File: src/rtl/cpu_pkg.sv
// Shared CPU front-end definitions: PC step, default reset/exception vectors,
// and the next-PC source select encoding.
package cpu_pkg;

  localparam int          PC_STEP            = 4;
  localparam logic [31:0] RESET_PC_DEFAULT   = 32'h0000_0000;
  localparam logic [31:0] EXC_VECTOR_DEFAULT = 32'h8000_0180;

  typedef enum logic [2:0] {
    SRC_SEQ = 3'd0,
    SRC_BR  = 3'd1,
    SRC_J   = 3'd2,
    SRC_JR  = 3'd3,
    SRC_EXC = 3'd4
  } pc_src_e;

endpackage : cpu_pkg

File: src/rtl/ras_stack.sv
// Circular return-address stack with saturating count; a full push overwrites
// the oldest entry, and push+pop in one cycle replaces the top in place.
module ras_stack #(
  parameter int DEPTH = 4,
  parameter int AW    = 32
) (
  input  logic          clk,
  input  logic          rst,
  input  logic          push,
  input  logic          pop,
  input  logic [AW-1:0] push_data,
  output logic [AW-1:0] top,
  output logic          empty,
  output logic          full
);

  localparam int PW = (DEPTH > 1) ? $clog2(DEPTH) : 1;
  localparam int CW = $clog2(DEPTH + 1);

  logic [AW-1:0] mem [DEPTH];
  logic [PW-1:0] ptr;
  logic [CW-1:0] count;
  logic          do_pop;

  assign empty  = (count == '0);
  assign full   = (count == CW'(DEPTH));
  assign top    = mem[ptr];
  assign do_pop = pop && !empty;

  always_ff @(posedge clk or posedge rst) begin
    if (rst) begin
      ptr   <= '0;
      count <= '0;
    end else if (push && !do_pop) begin
      ptr   <= ptr + PW'(1);
      count <= full ? count : count + CW'(1);
    end else if (do_pop && !push) begin
      ptr   <= ptr - PW'(1);
      count <= count - CW'(1);
    end
  end

  // NOTE: entries are never read while count says empty, so the storage array
  // carries no reset and maps onto plain flops/LUT-RAM without a clear path.
  always_ff @(posedge clk) begin
    if (push && do_pop)
      mem[ptr] <= push_data;
    else if (push)
      mem[ptr + PW'(1)] <= push_data;
  end

endmodule : ras_stack

File: src/rtl/next_pc_unit.sv
// Program counter register and next-PC selection: sequential, branch, jump,
// register jump with RAS return prediction, and misaligned-target trap.
module next_pc_unit
  import cpu_pkg::*;
#(
  parameter int          AW         = 32,
  parameter logic [AW-1:0] RESET_PC   = AW'(RESET_PC_DEFAULT),
  parameter int          RAS_DEPTH  = 4,
  parameter logic [AW-1:0] EXC_VECTOR = AW'(EXC_VECTOR_DEFAULT)
) (
  input  logic          clk,
  input  logic          rst,
  input  logic          stall,
  input  logic          br_valid,
  input  logic          br_taken,
  input  logic [15:0]   br_offset,
  input  logic          j_valid,
  input  logic [25:0]   j_target,
  input  logic          jr_valid,
  input  logic [AW-1:0] jr_addr,
  input  logic          jr_use_ras,
  input  logic          link,
  output logic [AW-1:0] pc_out,
  output logic          redirect,
  output logic          exc_misalign,
  output logic          ras_empty,
  output logic          ras_full
);

  logic [AW-1:0] pc4;
  logic [AW-1:0] br_addr;
  logic [AW-1:0] j_addr;
  logic [AW-1:0] jr_sel;
  logic [AW-1:0] ras_top;
  logic [AW-1:0] next_pc;
  logic          misalign;
  logic          ras_push;
  logic          ras_pop;
  pc_src_e       src;

  assign pc4     = pc_out + AW'(PC_STEP);
  assign br_addr = pc4 + {{(AW-18){br_offset[15]}}, br_offset, 2'b00};

  // Pseudo-direct jumps keep the region bits above the 28-bit jump span.
  if (AW > 28) begin : g_j_region
    assign j_addr = {pc4[AW-1:28], j_target, 2'b00};
  end else begin : g_j_flat
    assign j_addr = {j_target, 2'b00};
  end

  assign jr_sel   = (jr_use_ras && !ras_empty) ? ras_top : jr_addr;
  assign misalign = jr_valid && (jr_sel[1:0] != 2'b00);

  // NOTE: every variable gets a default before the priority chain so no
  // path leaves it unassigned and no latch is inferred.
  always_comb begin
    src     = SRC_SEQ;
    next_pc = pc4;
    if (jr_valid)                 src = misalign ? SRC_EXC : SRC_JR;
    else if (j_valid)             src = SRC_J;
    else if (br_valid && br_taken) src = SRC_BR;

    unique case (src)
      SRC_BR:  next_pc = br_addr;
      SRC_J:   next_pc = j_addr;
      SRC_JR:  next_pc = jr_sel;
      SRC_EXC: next_pc = EXC_VECTOR;
      default: next_pc = pc4;
    endcase
  end

  // A trapped register jump must not leave a stale return address behind.
  assign ras_push = link && !stall && (src != SRC_EXC);
  assign ras_pop  = jr_valid && jr_use_ras && !stall;

  // NOTE: sequential state uses non-blocking assignments so every flop samples
  // the pre-edge values regardless of block ordering.
  always_ff @(posedge clk or posedge rst) begin
    if (rst) begin
      pc_out       <= RESET_PC;
      redirect     <= 1'b0;
      exc_misalign <= 1'b0;
    end else if (stall) begin
      redirect     <= 1'b0;
      exc_misalign <= 1'b0;
    end else begin
      pc_out       <= next_pc;
      redirect     <= (src != SRC_SEQ);
      exc_misalign <= (src == SRC_EXC);
    end
  end

  ras_stack #(
    .DEPTH (RAS_DEPTH),
    .AW    (AW)
  ) u_ras (
    .clk       (clk),
    .rst       (rst),
    .push      (ras_push),
    .pop       (ras_pop),
    .push_data (pc4),
    .top       (ras_top),
    .empty     (ras_empty),
    .full      (ras_full)
  );

endmodule : next_pc_unit

File: config.mk
export PLATFORM = sky130hd
export DESIGN_NAME = next_pc_unit
export DESIGN_NICKNAME = d
export VERILOG_FILES = /design/src/rtl/cpu_pkg.sv /design/src/rtl/ras_stack.sv /design/src/rtl/next_pc_unit.sv
export SDC_FILE = /design/constraint.sdc
export NUM_CORES = 1
export LEC_CHECK = 0
export CORE_ASPECT_RATIO = 0.75
export CORE_UTILIZATION = 45
export DETAILED_ROUTE_END_ITERATION = 10
export PLACE_DENSITY = 0.66
export SLEW_MARGIN = 20
export SYNTH_ARGS = -nofsm -noshare
export SYNTH_HDL_FRONTEND = slang
export SYNTH_SLANG_ARGS = --single-unit
File: constraint.sdc
create_clock -name clk -period 5.6 [get_ports clk]
set_input_delay 0.56 -clock clk [delete_from_list [all_inputs] [get_ports clk]]
set_output_delay 0.56 -clock clk [all_outputs]
set_load 0.01 [all_outputs]
**Cell placement**

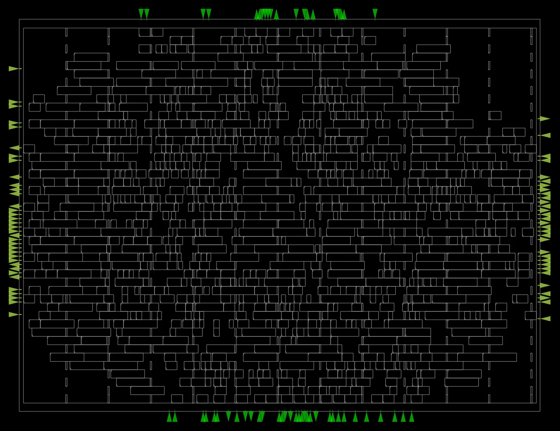
Well Taps: 282
Core Util, Final: 56.86%
number of fill cells: 1737
core area: 20490 um^2

==> results_dict.tcl <==
# place-and-route summary
set metrics [dict create \
    synthTopCellsByCount "128 x edfxtp_1, 80 x a21oi_1, 79 x nand2_1" \
    relSlewSlack_pct 32.82 \
    root_buffer "clkbuf_16" \
    lay_top_count "edfxtp_1" \
    status "finished, final reports clean" \
    viasPerCell 5.857 \
    gp_congestion 0.9179 \
    crit_chain "ha_1 -> nand2_1 -> or2_1 -> nor3_4 -> nand3_1 -> xnor2_1 -> ha_1 -> a21oi_1 -> o211ai_1 -> a21o_1 -> a221oi_1 -> a21oi_2 -> a2111oi_4 -> xor2_1 -> or3_1 -> o211ai_2" \
    nNetsFinal 1061 \
    drt-pass1-iter-count 5 \
    rsz0062_at_grt "no" \
    synthMostInstantiatedCell "edfxtp_1" \
    slowest_delay_ps 430 \
    fin_tns_setup_ps 0 \
    top_cells_by_area "edfxtp_1 40%, dfrtp_1 10%, mux4_2 7.1%" \
    crit_buf_inv 0 \
    p_leak_nw 4.279 \
    layout.cells.non_filler 1229 \
    ys_seq_share_pct 50.59 \
    syn_area_per_cell_um2 11.60 \
    p_seq_share_pct 37.5 \
    r2r_cells 16 \
    yosys_warnings 0 \
    logic_area_um2 4484 \
    ys_types 76 \
    critPathLaunchType "flip-flop" \
    grt_max_degree 51 \
    powerDensity_nw_per_um2 394.2 \
    power_switching_mw 1.609 \
    synth.net_count 948 \
    area_growth_syn_to_layout_pct 22.33 \
    arrival_ps 4920 \
    route.detailed.drc 0 \
    yosys_area_um2 9527 \
    cts_tree "built" \
    fp-row-count 45 \
    power.total_mw 4.594 \
    top_area_share_pct 40.35 \
    stdcell_area_um2 11650 \
    insertion_delay_ps 440 \
    seq_area_um2 4821 \
    critPathCaptureType "flip-flop" \
    post-place-ws_ps 1114 \
    vias 7198 \
    rr_endpoint "pc_out[29]" \
    cts.htree.levels 4 \
    antenna_found_initial 0 \
    num_io_pins 119 \
    edf_count 128 \
    crit_type "flip-flop to flip-flop" \
    cp.required_ps 5960 \
    largest_area_cell "edfxtp_1" \
    clock_skew_ps 10.31 \
    r2r_start "pc_out[2]" \
    postPlaceCellArea_um2 11060 \
    hp-class "input port to flip-flop" \
    detail-route-antenna-nets 0 \
    critPathTopFamily "AND-OR/OR-AND gates" \
    setup_violations 0 \
    rrSetupSlack_ps 1040 \
    synth_cells 821 \
    maxCapViolations 0 \
]
**PDN straps and rails**

Scale bar: 50 um. Pins as bars on the die edge. Tap cells in gray.
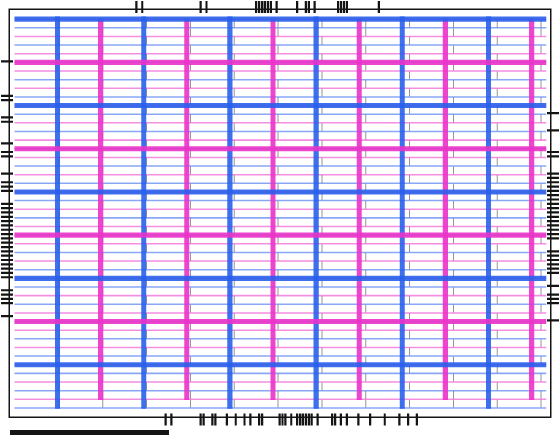
| color | net |
|---|---|
| magenta | VDD |
| blue | VSS |
signal pins: 119
met1 rails: 46
maximum VDD drop: 0.1854 mV
die height: 128.0 um
width of the die: 170.0 um

## final cells by class
type | instances | share of cell area, %
repair buffers | 135 | 11.29
well taps | 282 | 3.028
clock inverters | 14 | 1.406
flip-flops and latches | 167 | 41.37
multi-input cells | 590 | 38.48
clock buffers | 18 | 3.683
inverters | 23 | 0.7408
## power by group through the flow
stage | Sequential [mW] | Clock [mW] | Combinational [mW]
floorplan | 1.67 | 0 | 1.17
global placement | 1.74 | 0 | 1.63
detailed placement | 1.75 | 0 | 1.65
CTS | 1.72 | 1.22 | 1.66
global route | 1.75 | 1.26 | 1.81
finish | 1.72 | 1.21 | 1.66
## sequential cells by signal, summed over array words and instances, names as in the netlist
| signal | flops |
|---|---|
| u_ras.count | 3 |
| exc_misalign | 1 |
| redirect | 1 |
| u_ras.ptr | 2 |
| u_ras.mem | 128 |
| pc_out | 32 |
## tightest hold or removal path, cell delays in order
cell	delay, ps
buf_2	170
nand2_1	70
o21ai_1	70
## logic make-up after synthesis
kind of cell,after synthesis,synth area share [%]
flops,167,50.59
xor+xnor,58,5.332
mux,51,9.325
compound gates,215,14.79
fa+ha+maj,44,5.936
simple gates,222,11.27
buf+inv,64,2.758
## per-layer routing
layer	track usage, %	part of all wire, %	up-vias
met2	38.38	43	272
met4	6.942	1.1	0
met3	5.187	7.5	22
met5	0	0	-
met1	39.67	48	3576
li1	-	-	3328
## worst max-delay path by stage
stage,startpoint,endpoint,slack [ps],cells after the start
after floorplan,u_ras.count[0],u_ras.mem[0][0],480,11
after global routing,pc_out[2],pc_out[31],620,16
final,pc_out[2],pc_out[29],1040,16
after detailed placement,pc_out[2],pc_out[29],1110,16
after CTS,pc_out[2],pc_out[29],1060,16
after global placement,pc_out[2],pc_out[29],1240,16
Power and IR drop assume default switching activity.
